==> run_1/m1.png <==
Bar = 20 um.
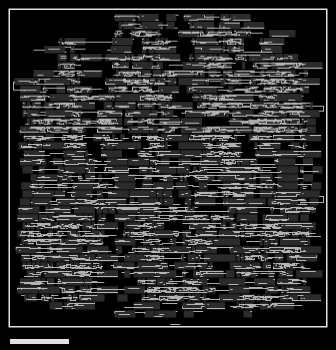
==> run_1/m2.png <==
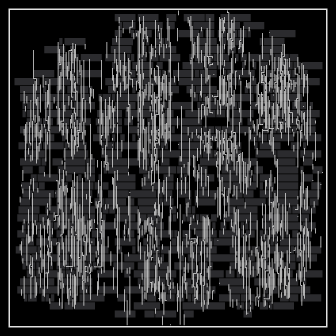
==> run_1/m3.png <==
Bar = 20 um.
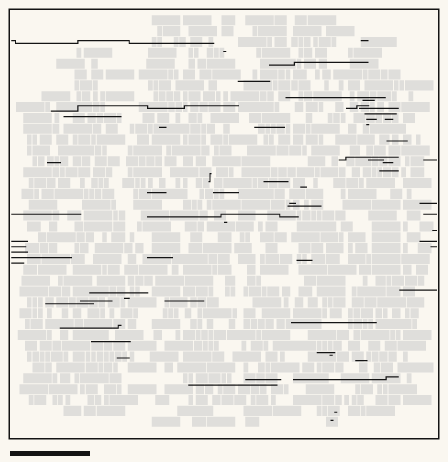
`src/rtl/btn_move_conditioner.sv`:
```
// Push-button conditioner for the VGA pointer: synchronise and debounce five buttons,
// then turn the direction buttons into press/hold/auto-repeat move strobes plus a centre strobe.
module btn_move_conditioner #(
    parameter int DEBOUNCE_CYCLES = 1000000,
    parameter int HOLD_CYCLES     = 40000000,
    parameter int REPEAT_CYCLES   = 4000000
) (
    input  logic       clk_100MHz,
    input  logic       reset_n,
    input  logic [4:0] btn_raw,
    output logic [4:0] btn_db,
    output logic       move_stb,
    output logic [3:0] move_dir,
    output logic       center_stb,
    output logic [1:0] dbg_state
);

    localparam int DB_W   = (DEBOUNCE_CYCLES > 1) ? $clog2(DEBOUNCE_CYCLES) : 1;
    localparam int TM_MAX = (HOLD_CYCLES > REPEAT_CYCLES) ? HOLD_CYCLES : REPEAT_CYCLES;
    localparam int TM_W   = (TM_MAX > 1) ? $clog2(TM_MAX) : 1;

    localparam logic [DB_W-1:0] DB_LAST     = DB_W'(DEBOUNCE_CYCLES - 1);
    localparam logic [TM_W-1:0] HOLD_LAST   = TM_W'(HOLD_CYCLES - 1);
    localparam logic [TM_W-1:0] REPEAT_LAST = TM_W'(REPEAT_CYCLES - 1);

    typedef enum logic [1:0] {
        ST_IDLE   = 2'd0,
        ST_HOLD   = 2'd1,
        ST_REPEAT = 2'd2
    } state_t;

    logic [4:0]            r_sync1;
    logic [4:0]            r_sync2;
    logic [4:0]            r_db;
    logic [4:0][DB_W-1:0]  r_db_cnt;
    logic                  r_c_prev;
    logic                  r_center_stb;
    state_t                r_state;
    logic [TM_W-1:0]       r_timer;
    logic [3:0]            r_last_dir;
    logic                  r_move_stb;
    logic [3:0]            r_move_dir;

    logic [3:0]            w_dir;
    state_t                w_state_nxt;
    logic [TM_W-1:0]       w_timer_nxt;
    logic [3:0]            w_last_dir_nxt;
    logic                  w_stb_nxt;
    logic [3:0]            w_dir_nxt;

    // A debounce count only survives an unbroken run of mismatches.
    always_ff @(posedge clk_100MHz) begin
        if (!reset_n) begin
            r_sync1  <= '0;
            r_sync2  <= '0;
            r_db     <= '0;
            r_db_cnt <= '0;
        end else begin
            r_sync1 <= btn_raw;
            r_sync2 <= r_sync1;
            for (int i = 0; i < 5; i++) begin
                if (r_sync2[i] == r_db[i]) begin
                    r_db_cnt[i] <= '0;
                end else if (r_db_cnt[i] == DB_LAST) begin
                    r_db[i]     <= r_sync2[i];
                    r_db_cnt[i] <= '0;
                end else begin
                    r_db_cnt[i] <= r_db_cnt[i] + 1'b1;
                end
            end
        end
    end

    // {U,D,L,R}; opposing buttons cancel each other.
    assign w_dir = {r_db[1] & ~r_db[2], r_db[2] & ~r_db[1],
                    r_db[3] & ~r_db[4], r_db[4] & ~r_db[3]};

    always_comb begin
        w_state_nxt    = r_state;
        w_timer_nxt    = r_timer + 1'b1;
        w_last_dir_nxt = r_last_dir;
        w_stb_nxt      = 1'b0;
        w_dir_nxt      = 4'b0000;
        if (r_db[0]) begin
            w_state_nxt    = ST_IDLE;
            w_timer_nxt    = '0;
            w_last_dir_nxt = 4'b0000;
        end else begin
            case (r_state)
                ST_IDLE: begin
                    w_timer_nxt = '0;
                    if (w_dir != 4'b0000) begin
                        w_stb_nxt      = 1'b1;
                        w_dir_nxt      = w_dir;
                        w_last_dir_nxt = w_dir;
                        w_state_nxt    = ST_HOLD;
                    end
                end
                ST_HOLD, ST_REPEAT: begin
                    if (w_dir == 4'b0000) begin
                        w_state_nxt = ST_IDLE;
                        w_timer_nxt = '0;
                    end else if (w_dir != r_last_dir) begin
                        // A new direction restarts the hold delay from scratch.
                        w_stb_nxt      = 1'b1;
                        w_dir_nxt      = w_dir;
                        w_last_dir_nxt = w_dir;
                        w_timer_nxt    = '0;
                        w_state_nxt    = ST_HOLD;
                    end else if ((r_state == ST_HOLD   && r_timer == HOLD_LAST) ||
                                 (r_state == ST_REPEAT && r_timer == REPEAT_LAST)) begin
                        w_stb_nxt   = 1'b1;
                        w_dir_nxt   = w_dir;
                        w_timer_nxt = '0;
                        w_state_nxt = ST_REPEAT;
                    end
                end
                default: begin
                    w_state_nxt = ST_IDLE;
                    w_timer_nxt = '0;
                end
            endcase
        end
    end

    always_ff @(posedge clk_100MHz) begin
        if (!reset_n) begin
            r_state      <= ST_IDLE;
            r_timer      <= '0;
            r_last_dir   <= 4'b0000;
            r_move_stb   <= 1'b0;
            r_move_dir   <= 4'b0000;
            r_c_prev     <= 1'b0;
            r_center_stb <= 1'b0;
        end else begin
            r_state      <= w_state_nxt;
            r_timer      <= w_timer_nxt;
            r_last_dir   <= w_last_dir_nxt;
            r_move_stb   <= w_stb_nxt;
            r_move_dir   <= w_dir_nxt;
            r_c_prev     <= r_db[0];
            r_center_stb <= r_db[0] & ~r_c_prev;
        end
    end

    assign btn_db     = r_db;
    assign move_stb   = r_move_stb;
    assign move_dir   = r_move_dir;
    assign center_stb = r_center_stb;
    assign dbg_state  = r_state;

endmodule

```
`config.mk`:
```
export PLATFORM = sky130hd
export DESIGN_NAME = btn_move_conditioner
export DESIGN_NICKNAME = d
export VERILOG_FILES = /design/src/rtl/btn_move_conditioner.sv
export SDC_FILE = /design/constraint.sdc
export NUM_CORES = 1
export LEC_CHECK = 0
export CORE_UTILIZATION = 61
export CTS_BUF_LIST = sky130_fd_sc_hd__clkbuf_16
export DETAILED_ROUTE_END_ITERATION = 12
export GPL_TIMING_DRIVEN = 0
export PLACE_DENSITY = 0.79
export RECOVER_POWER = 50
export SYNTH_ARGS = -nofsm -noshare
export SYNTH_HDL_FRONTEND = slang
export SYNTH_SLANG_ARGS = --single-unit
```
`constraint.sdc`:
```
create_clock -name clk_100MHz -period 3.1 [get_ports clk_100MHz]
set_clock_uncertainty 0.2 [all_clocks]
set_input_delay 0.465 -clock clk_100MHz [delete_from_list [all_inputs] [get_ports clk_100MHz]]
set_output_delay 0.465 -clock clk_100MHz [all_outputs]
set_load 0.02 [all_outputs]
```
==> impl_metrics.env, run 1 <==
# yosys + openroad results
export IMPL_cts_hold_buf=0
export IMPL_rsz0062_at_grt="false"
export IMPL_clockBufferDepth=2
export IMPL_grt_max_degree=17
export IMPL_grt_pass1_vias=4954
export IMPL_fp_utilization_pct=62.40
export IMPL_finalClockPeriodUsage_pct=85.83
export IMPL_routedWlPerCell_um=13.20
export IMPL_final_cell_mix="156 x nor2_1, 154 x dfxtp_1, 70 x xor2_1"
export IMPL_fmax_mhz=375.8
export IMPL_viasPerCell=5.425
export IMPL_n_antenna_cell=0
export IMPL_rrSetupSlack_ns=0.44
export IMPL_drt_first_pass_iters=4
export IMPL_yosys_stat_cells=758
export IMPL_grt_overflow_total=0
export IMPL_path_clk_slew_ns=0.06
export IMPL_worstMarginPinSlew_ns=1.062
export IMPL_routed_wl_mm=12.52
export IMPL_avgSynthCellArea_um2=8.923
export IMPL_synth_flops=154
export IMPL_track_usage_pct=24.01
export IMPL_lay_top_count="nor2_1"
export IMPL_gp_congestion=0.8598
export IMPL_max_cap_violations=0
export IMPL_grt_pass1_wl_mm=21.68
export IMPL_crit_start="dbg_state[0]$_SDFFE_PP0P_"
export IMPL_ys_types=40
export IMPL_status="finished, final reports clean"
export IMPL_insertion_delay_ns=0.43
export IMPL_clockRootBuffer="clkbuf_16"
export IMPL_p_per_area_nw_per_um2=523.4
export IMPL_hold_start="r_c_prev$_SDFF_PN0_"
export IMPL_drtAntennaViolNets=0
export IMPL_globalRouteMet1Util_pct=27.53
export IMPL_drt_initial_drc_count=320
export IMPL_cp_start_kind="flip-flop"
export IMPL_num_io_pins=20
export IMPL_worstPathRequired_ns=3.26
export IMPL_min_period_ns=2.661
export IMPL_htree_levels=4
export IMPL_chip_area_um2=11510
export IMPL_gr_usage_met3_pct=7.748
export IMPL_clock_sinks=154
export IMPL_p_leak_nw=2.575
export IMPL_cp_arrival_ns=2.82
export IMPL_drv_slew=0
export IMPL_synth_nets=783
export IMPL_drc=0
export IMPL_cts_resized=0
export IMPL_fin_tns_setup_ns=0
export IMPL_endpoint_kind="flip-flop"
export IMPL_crit_type="flip-flop to flip-flop"
export IMPL_synthToLayoutAreaGrowth_pct=13.56
export IMPL_top_usage_layer="met2"
export IMPL_slew_headroom_pct=28.52
export IMPL_setup_viol=0
export IMPL_die_height_um=107.3
export IMPL_postSynthSeqShare_pct=45.58
export IMPL_synth_warning_count=0
export IMPL_top_area_share_pct=45.58
export IMPL_syn_area_um2=6764
export IMPL_hp_class="flip-flop to flip-flop"
export IMPL_nNetsFinal=821
export IMPL_cts_setup_buffers=0
export IMPL_numCtsBuffers=17
export IMPL_largest_area_cell="dfxtp_1"
export IMPL_r2r_start="dbg_state[0]$_SDFFE_PP0P_"
export IMPL_dpl_hpwl_mm=8.647
export IMPL_antenna_found_initial=0
export IMPL_finalPower_mw=4.021
export IMPL_synthCells=758
export IMPL_met2_usage_pct=40.78
export IMPL_tool_warnings=35
export IMPL_port_buffers=19
export IMPL_ys_area_um2=6764
-- m1.png (at the start) --
- main direction: horizontal
- nets with wire on the layer: 756
- wire length on this layer: 5680 um
- share of all routed wire: 45%

-- m2.png (at the start) --
- longest straight run: 40.8 um
- nets with wire on the layer: 693
- main direction: vertical
- wire length on this layer: 6050 um
- share of all routed wire: 48%

-- m3.png (at the start) --
- share of all routed wire: 4.5%
- main direction: horizontal

[run 1: cells by family after synthesis]
logic type	Yosys count	synth area share, %
simple gates	397	29.26
xor+xnor	123	15.93
compound gates	14	2.146
buf+inv	43	2.423
flops	154	45.58
fa+ha+maj	18	3.330
mux	9	1.332
[run 1: cells in the mapped netlist (all sizes together)]
library cell,count
nand2b,5
or4b,1
nor4b,8
and3,16
or3,1
or2,1
and2,20
and4,15
ha,18
a2111o,1
nand2,43
a21bo,1
a2111oi,1
nor2,156
nor3b,2
nand4b,2
xnor2,53
a22o,4
nand4,27
nor2b,7
a31oi,1
buf,3
nor4,13
or4,3
inv,21
nor3,15
clkbuf,19
xor2,70
a21o,1
nand3,59
a221oi,1
or4bb,1
o211ai,2
o2111ai,1
mux2i,9
dfxtp,154
a211o,1
nand3b,2
[run 1: critical path: stages, from the launching register on]
cell and delay, ns:
dfxtp_1 0.36, inv_1 0.12, ha_1 0.15, or4bb_1 0.47
nor3_1 0.23, o2111ai_2 0.26, a2111oi_4 0.56, a22o_1 0.24
[run 1: flip-flops by register name, indices dropped and copies added, names as in the netlist]
signal,cells
dbg_state,2
r_sync2,5
r_sync1,5
r_timer,26
r_c_prev,1
btn_db,5
center_stb,1
r_last_dir,4
move_dir,4
r_db_cnt,100
move_stb,1
[run 1: metrics by stage]
step	setup slack, ns	util (%)	cells	instance area, um^2	hold slack (ns)
after global placement	0.4982	65.77	917	7129	0.1808
after floorplan	0.6358	-	758	6764	0.1674
after CTS	0.4558	70.86	949	7681	0.1992
after global routing	0.2947	70.86	949	7681	0.2155
after detailed placement	0.4673	65.77	917	7129	0.1867
final	0.4393	70.86	949	7681	0.1940
[run 1: cell type report]
type | instances | area, um^2
well taps | 140 | 175.2
clock inverters | 15 | 126.4
clock buffers | 17 | 425.4
multi-input cells | 561 | 3517
inverters | 21 | 78.83
fillers | 800 | 3159
plain buffers | 22 | 85.08
flip-flops and latches | 154 | 3083
repair buffers | 19 | 190.2
[run 1: where the power goes]
| part | switching (mW) | leakage (nW) | internal [mW] |
|---|---|---|---|
| registers | 0.00980 | 1.24 | 1.99 |
| logic | 0.0508 | 1.06 | 0.0371 |
| clock network | 0.831 | 0.269 | 1.10 |
[run 1: metal layers]
layer  vias up  share of wire, %
li1       2640                 -
met1      2384                45
met2       102                48
met3        22               4.5
met4         0               1.8
met5         -                 0
[run 1: final timing paths]
| path | end | cells after the start |
|---|---|---|
| worst max-delay path | move_dir[0]$_SDFF_PP0_ | 7 |
| worst min-delay path | center_stb$_SDFF_PN0_ | 1 |
| worst max register to register | move_dir[0]$_SDFF_PP0_ | 7 |
| worst min register to register | center_stb$_SDFF_PN0_ | 1 |
==> run_1/ff_map.png <==
Other sequential cells in the stronger grey, the rest of the logic in the fainter grey.
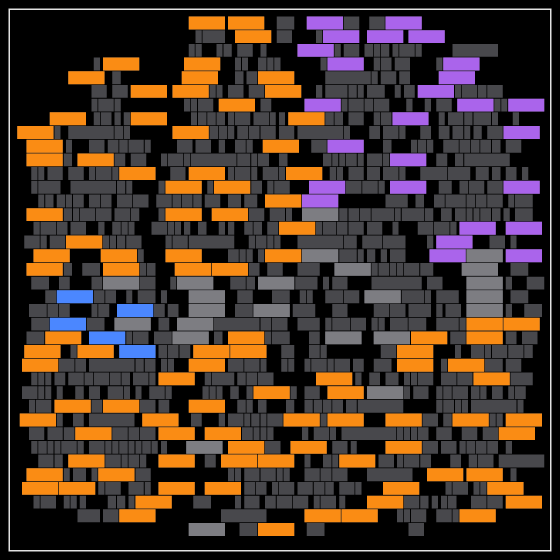

==> run 1 -> run 2 <==
Clock period 3.1 ns to 2.5 ns, I/O delays scaled along.
==> run_2/ff_map.png <==
Other sequential cells in the stronger grey, the rest of the logic in the fainter grey.
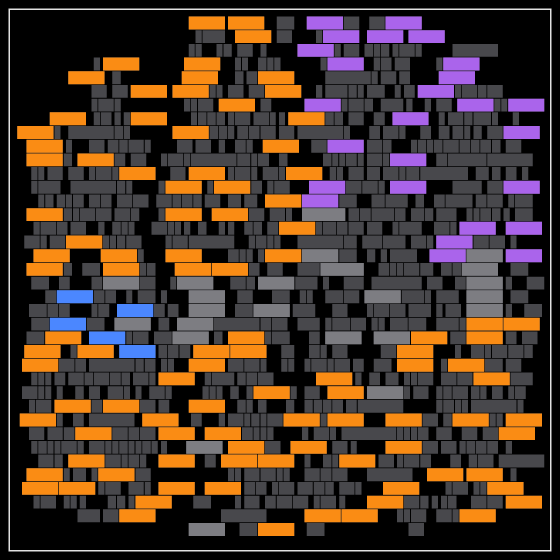
- r_sync1: blue (placed flops 5; where west)
- r_timer: purple (placed flops 26)
- r_db_cnt: orange (placed flops 100; where widely spread)

==> run_2/m1.png <==
Bar = 20 um.
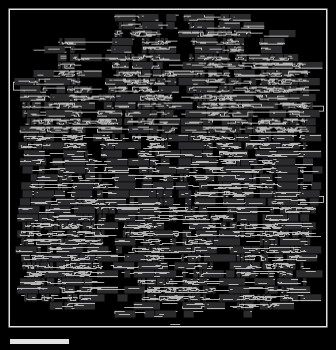
- main direction: horizontal
- nets with wire on the layer: 759
- wire length on this layer: 5720 um

==> run_2/m3.png <==
Bar = 20 um.
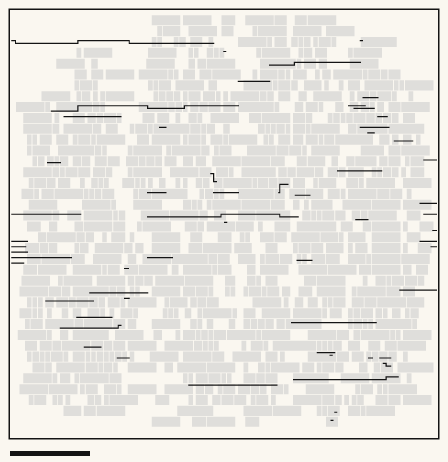
- main direction: horizontal
- wire length on this layer: 481 um
- longest straight run: 23.2 um
- share of all routed wire: 3.8%
- nets with wire on the layer: 40

==> run 2 against run 1 <==
Against the previous run: critical path depth shrank 1; first-iteration DRC count shrank 18%; flip-flop count is the same; power grew 25%; worst setup slack lost 0.37 ns; wire length grew 1.8%; sequential share of layout area shrank 0.41 points; combinational power grew 47%; sequential power grew 24%; critical path type unchanged; highest routed layer unchanged.
==> impl_metrics.env, run 2 <==
# yosys + openroad results
export IMPL_status="finished, final reports clean"
export IMPL_clockRootBuffer="clkbuf_16"
export IMPL_synth_top_cell_by_count="nor2_1"
export IMPL_grt_pass1_vias=4960
export IMPL_clockBufferDepth=2
export IMPL_cpMaxStageDelayCell="or4_4"
export IMPL_avgSynthCellArea_um2=8.923
export IMPL_ys_types=40
export IMPL_fmax_mhz=412.2
export IMPL_reg_top3="r_db_cnt (100), r_timer (26)"
export IMPL_numCtsBuffers=17
export IMPL_path_clk_slew_ns=0.06
export IMPL_drc=0
export IMPL_routed_wl_mm=12.74
export IMPL_cp_start_kind="flip-flop"
export IMPL_fp_utilization_pct=62.40
export IMPL_top_cells_by_count="156 x nor2_1, 154 x dfxtp_1, 70 x xor2_1, 59 x nand3_1, 53 x xnor2_1"
export IMPL_nNetsFinal=824
export IMPL_drtAntennaViolNets=0
export IMPL_switchingPower_mw=1.120
export IMPL_combPwrFrac_pct=2.6
export IMPL_async_reset_ff_share_pct=0
export IMPL_crit_buf_inv=1
export IMPL_cts_hold_buf=0
export IMPL_layout_drive_gt1_share_pct=6.527
export IMPL_chip_area_um2=11510
export IMPL_clock_sinks=154
export IMPL_syn_area_um2=6764
export IMPL_ys_area_um2=6764
export IMPL_grt_pass1_wl_mm=21.69
export IMPL_final_cell_mix="154 x nor2_1, 152 x dfxtp_1, 70 x xor2_1"
export IMPL_gp_congestion=0.8598
export IMPL_grt_overflow_total=0
export IMPL_top_area_share_pct=45.58
export IMPL_power_frac_seq_pct=49.5
export IMPL_htree_levels=4
export IMPL_max_cap_violations=0
export IMPL_hp_class="flip-flop to flip-flop"
export IMPL_worstPathRequired_ns=2.66
export IMPL_edf_count=0
export IMPL_grt_max_degree=17
export IMPL_port_buffers=19
export IMPL_track_usage_pct=24.00
export IMPL_final_util_pct=71.77
export IMPL_setup_viol=0
export IMPL_internal_power_mw=3.892
export IMPL_timing_hold_ws_ns=0.1941
export IMPL_power_clock_fraction_pct=47.9
export IMPL_num_io_pins=20
export IMPL_drv_slew=0
export IMPL_num_fill_cells=786
export IMPL_cp_arrival_ns=2.59
export IMPL_viasPerCell=5.454
export IMPL_insertion_delay_ns=0.43
export IMPL_crit_path_cell_trace="clkbuf_1 -> or4_4 -> nor3_4 -> o2111ai_4 -> a2111oi_4 -> a22o_1"
export IMPL_synthToLayoutAreaGrowth_pct=15.02
export IMPL_synthCells=758
export IMPL_p_per_area_nw_per_um2=644.2
export IMPL_endpoint_kind="flip-flop"
export IMPL_min_period_ns=2.426
export IMPL_finalClockPeriodUsage_pct=97.04
export IMPL_ff_type="dfxtp_1"
export IMPL_worstMarginPinSlew_ns=0.9671
export IMPL_slowest_delay_ns=0.59
export IMPL_crit_type="flip-flop to flip-flop"
export IMPL_drt_first_pass_iters=4
export IMPL_synth_nets=783
export IMPL_tool_warnings=35
export IMPL_largest_register="r_db_cnt"
export IMPL_largest_area_cell="dfxtp_1"
export IMPL_routedWlPerCell_um=13.39
export IMPL_synth_flops=154
export IMPL_n_antenna_cell=0
export IMPL_synth_warning_count=0
export IMPL_p_leak_nw=2.606
export IMPL_postSynthSeqShare_pct=45.58
export IMPL_largest_reg_flops=100
export IMPL_drt_initial_drc_count=264
export IMPL_cp_top_family="AND-OR/OR-AND gates"
export IMPL_lay_top_count="nor2_1"
export IMPL_antenna_found_initial=0
export IMPL_slew_headroom_pct=34.93
export IMPL_yosys_stat_cells=758
run 2: power groups by stage:
| stage | Combinational (mW) | Sequential [mW] | Clock (mW) |
|---|---|---|---|
| floorplan | 0.0695 | 2.54 | 0 |
| global placement | 0.107 | 2.53 | 0 |
| detailed placement | 0.110 | 2.53 | 0 |
| CTS | 0.113 | 2.48 | 2.43 |
| global route | 0.143 | 2.48 | 2.54 |
| finish | 0.129 | 2.48 | 2.40 |
run 2: layout make-up:
| type | count | area, um^2 | area share (%) |
|---|---|---|---|
| Multi-Input combinational cell | 561 | 3583 | 46.06 |
| Sequential cell | 154 | 3090 | 39.72 |
| Clock buffer | 17 | 425.4 | 5.468 |
| Timing Repair Buffer | 22 | 212.7 | 2.734 |
| Tap cell | 140 | 175.2 | 2.252 |
| Clock inverter | 15 | 126.4 | 1.624 |
| Buffer | 22 | 85.08 | 1.094 |
| Inverter | 21 | 81.33 | 1.045 |
run 2: worst register-to-register path: stages (launching register included):
cell	delay [ns]
dfxtp_1	0.30
clkbuf_1	0.19
or4_4	0.59
nor3_4	0.16
o2111ai_4	0.15
a2111oi_4	0.53
a22o_1	0.25
run 2: final timing paths:
path	startpoint	to	slack [ns]	cells after the start
hold reg to reg	r_c_prev$_SDFF_PN0_	center_stb$_SDFF_PN0_	0.19	1
hold / removal	r_c_prev$_SDFF_PN0_	center_stb$_SDFF_PN0_	0.19	1
setup reg to reg	r_timer[14]$_SDFF_PP0_	move_dir[0]$_SDFF_PP0_	0.07	6
setup / recovery	r_timer[14]$_SDFF_PP0_	move_dir[0]$_SDFF_PP0_	0.07	6
run 2: logic make-up after synthesis:
family          after synthesis  share of synthesized area (%)
fa+ha+maj                    18                          3.330
mux                           9                          1.332
xor+xnor                    123                          15.93
buf+inv                      43                          2.423
simple gates                397                          29.26
compound gates               14                          2.146
flops                       154                          45.58
run 2: layer usage:
layer	global-route usage (%)	wire length (um)
met1	27.45	5718
met4	10.67	252
met5	0	0
met3	7.748	481
met2	40.83	6291
run 2: per-stage QoR:
| step | instance area [um^2] | setup TNS (ns) | setup WS (ns) | total power [mW] | cells |
|---|---|---|---|---|---|
| detailed placement | 7129 | -2.429 | -0.1327 | 2.645 | 917 |
| global route | 7780 | -0.04447 | -0.02596 | 5.167 | 952 |
| global placement | 7129 | -1.492 | -0.1018 | 2.641 | 917 |
| floorplan | 6764 | 0 | 0.03579 | 2.606 | 758 |
| finish | 7780 | 0 | 0.07390 | 5.012 | 952 |
| CTS | 7705 | 0 | 0.008908 | 5.025 | 949 |
run 2: what timing repair did:
| item | 4_1_cts | 5_1_grt |
|---|---|---|
| resized | 5 | 13 |
| setup endpoints to repair | 29 | 25 |
| setup buffers | 0 | 3 |
| pin swaps | 4 | 7 |
==> run_2/m2.png <==
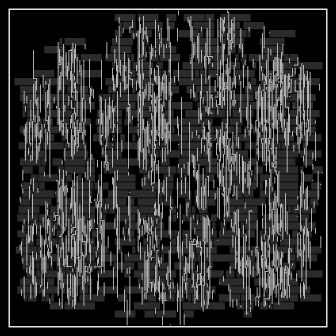

==> run 2 -> run 3 <==
Settings changed: RECOVER_POWER 50 to not set.
==> run_3/m2.png <==
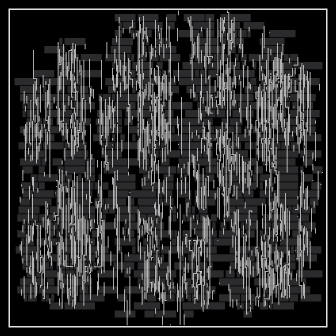
- main direction: vertical
- nets with wire on the layer: 693
- longest straight run: 40.8 um

==> run_3/m3.png <==
Bar = 20 um.
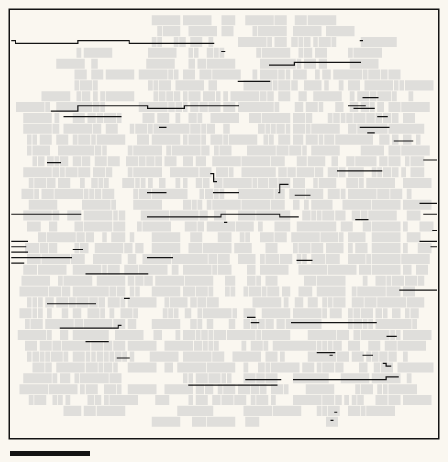
- wire length on this layer: 490 um
- main direction: horizontal
- nets with wire on the layer: 42
- share of all routed wire: 3.8%
- longest straight run: 23.2 um

==> run 3 against run 2 <==
Against the previous run: sequential share of layout area stayed put; synthesized cell count stayed put; flip-flop count stayed put; utilization stayed put; maximum frequency hardly changed; first-iteration DRC count is 0.38% lower; via count is 0.19% lower; synthesized area stayed put; highest routed layer unchanged; worst hold slack hardly changed.
==> impl_metrics.env, run 3 <==
# yosys + openroad results
export IMPL_worstPathRequired_ns=2.66
export IMPL_tool_warnings=35
export IMPL_drv_slew=0
export IMPL_drc=0
export IMPL_clock_sinks=154
export IMPL_drtAntennaViolNets=0
export IMPL_crit_buf_inv=1
export IMPL_drt_initial_drc_count=263
export IMPL_synthToLayoutAreaGrowth_pct=15.02
export IMPL_dpl_hpwl_mm=8.647
export IMPL_clockRootBuffer="clkbuf_16"
export IMPL_grt_pass1_vias=4960
export IMPL_path_clk_slew_ns=0.06
export IMPL_chip_area_um2=11510
export IMPL_grt_max_degree=17
export IMPL_top_cells_by_count="156 x nor2_1, 154 x dfxtp_1, 70 x xor2_1, 59 x nand3_1, 53 x xnor2_1"
export IMPL_lay_top_count="nor2_1"
export IMPL_status="finished, final reports clean"
export IMPL_fin_ws_ns=0.07395
export IMPL_numCtsBuffers=17
export IMPL_final_cell_mix="154 x nor2_1, 152 x dfxtp_1, 70 x xor2_1"
export IMPL_largest_reg_flops=100
export IMPL_worstMarginPinSlew_ns=0.9789
export IMPL_p_leak_nw=2.570
export IMPL_async_reset_ff_share_pct=0
export IMPL_crit_type="flip-flop to flip-flop"
export IMPL_num_io_pins=20
export IMPL_nNetsFinal=824
export IMPL_stdcell_area_um2=7780
export IMPL_ff_type="dfxtp_1"
export IMPL_cp_top_family="AND-OR/OR-AND gates"
export IMPL_drt_first_pass_iters=4
export IMPL_clockBufferDepth=2
export IMPL_port_buffers=19
export IMPL_final_util_pct=71.77
export IMPL_avgSynthCellArea_um2=8.923
export IMPL_fp_utilization_pct=62.40
export IMPL_endpoint_kind="flip-flop"
export IMPL_postSynthSeqShare_pct=45.58
export IMPL_fin_tns_setup_ns=0
export IMPL_top_area_share_pct=45.58
export IMPL_grt_pass1_wl_mm=21.69
export IMPL_fin_cells=952
export IMPL_largest_area_cell="dfxtp_1"
export IMPL_slowest_delay_ns=0.59
export IMPL_routedWlPerCell_um=13.39
export IMPL_rows=38
export IMPL_pre_cts_ws_ns=-0.1327
export IMPL_synthCells=758
export IMPL_cpMaxStageDelayCell="or4_4"
export IMPL_synth_warning_count=0
export IMPL_gp_congestion=0.8598
export IMPL_n_antenna_cell=0
export IMPL_track_usage_pct=24.00
export IMPL_cts_hold_buf=0
export IMPL_grt_overflow_total=0
export IMPL_syn_area_um2=6764
export IMPL_layout_drive_gt1_share_pct=6.527
export IMPL_hp_class="flip-flop to flip-flop"
export IMPL_die_w_um=107.3
export IMPL_p_per_area_nw_per_um2=644.5
export IMPL_slew_headroom_pct=34.14
export IMPL_die_height_um=107.3
export IMPL_ys_types=40
export IMPL_fmax_mhz=412.2
export IMPL_synth_flops=154
export IMPL_viasPerCell=5.443
export IMPL_max_cap_violations=0
export IMPL_yosys_stat_cells=758
export IMPL_dpl_cell_area_um2=7129
export IMPL_timing_hold_ws_ns=0.1941
export IMPL_place_inst=917
export IMPL_ys_area_um2=6764
==> run_3/m1.png <==
Bar = 20 um.
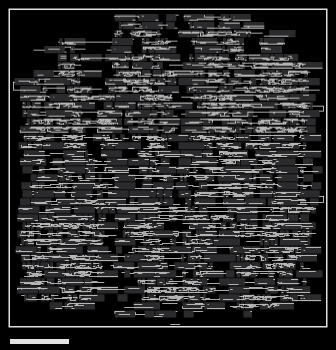
- share of all routed wire: 45%
- wire length on this layer: 5700 um

-- run 3: worst paths after layout --
kind / start / to / slack, ns / cells after the start
hold / removal: r_c_prev$_SDFF_PN0_ / center_stb$_SDFF_PN0_ / 0.19 / 1
hold reg to reg: r_c_prev$_SDFF_PN0_ / center_stb$_SDFF_PN0_ / 0.19 / 1
setup reg to reg: r_timer[14]$_SDFF_PP0_ / move_dir[0]$_SDFF_PP0_ / 0.07 / 6
setup / recovery: r_timer[14]$_SDFF_PP0_ / move_dir[0]$_SDFF_PP0_ / 0.07 / 6
-- run 3: repair_timing --
action / 4_1_cts / 5_1_grt
resized: 5 / 13
setup endpoints to repair: 29 / 25
pin swaps: 4 / 7
setup buffers: 0 / 3
-- run 3: layout make-up --
class                   instances  area, um^2
plain buffers                  22       85.08
inverters                      21       81.33
fillers                       786        3060
flip-flops and latches        154        3090
well taps                     140       175.2
clock inverters                15       126.4
repair buffers                 22       212.7
clock buffers                  17       425.4
multi-input cells             561        3583
-- run 3: kinds of logic (layout without fill, tap and decap cells) --
kind of cell | after synthesis | count (layout) | share of synthesized area (%)
xor gates and xnor gates | 123 | 123 | 15.93
DFF | 154 | 154 | 45.58
adders and majority gates | 18 | 18 | 3.330
and+or+nand+nor | 397 | 397 | 29.26
AOI/OAI and AO/OA | 14 | 14 | 2.146
muxes | 9 | 9 | 1.332
buffers and inverters | 43 | 97 | 2.423
-- run 3: where the power goes --
part	internal (mW)	switching (mW)
sequential	2.47	0.0123
combinational	0.0595	0.0717
clock	1.37	1.04
-- run 3: metal layers --
layer	track usage [%]	part of all wire [%]	vias up
li1	-	-	2646
met1	27.45	45	2422
met2	40.83	50	90
met3	7.748	3.8	24
met4	10.67	1.9	0
met5	0	0	-
No activity file was given, so power comes from the tool's default toggle rates.
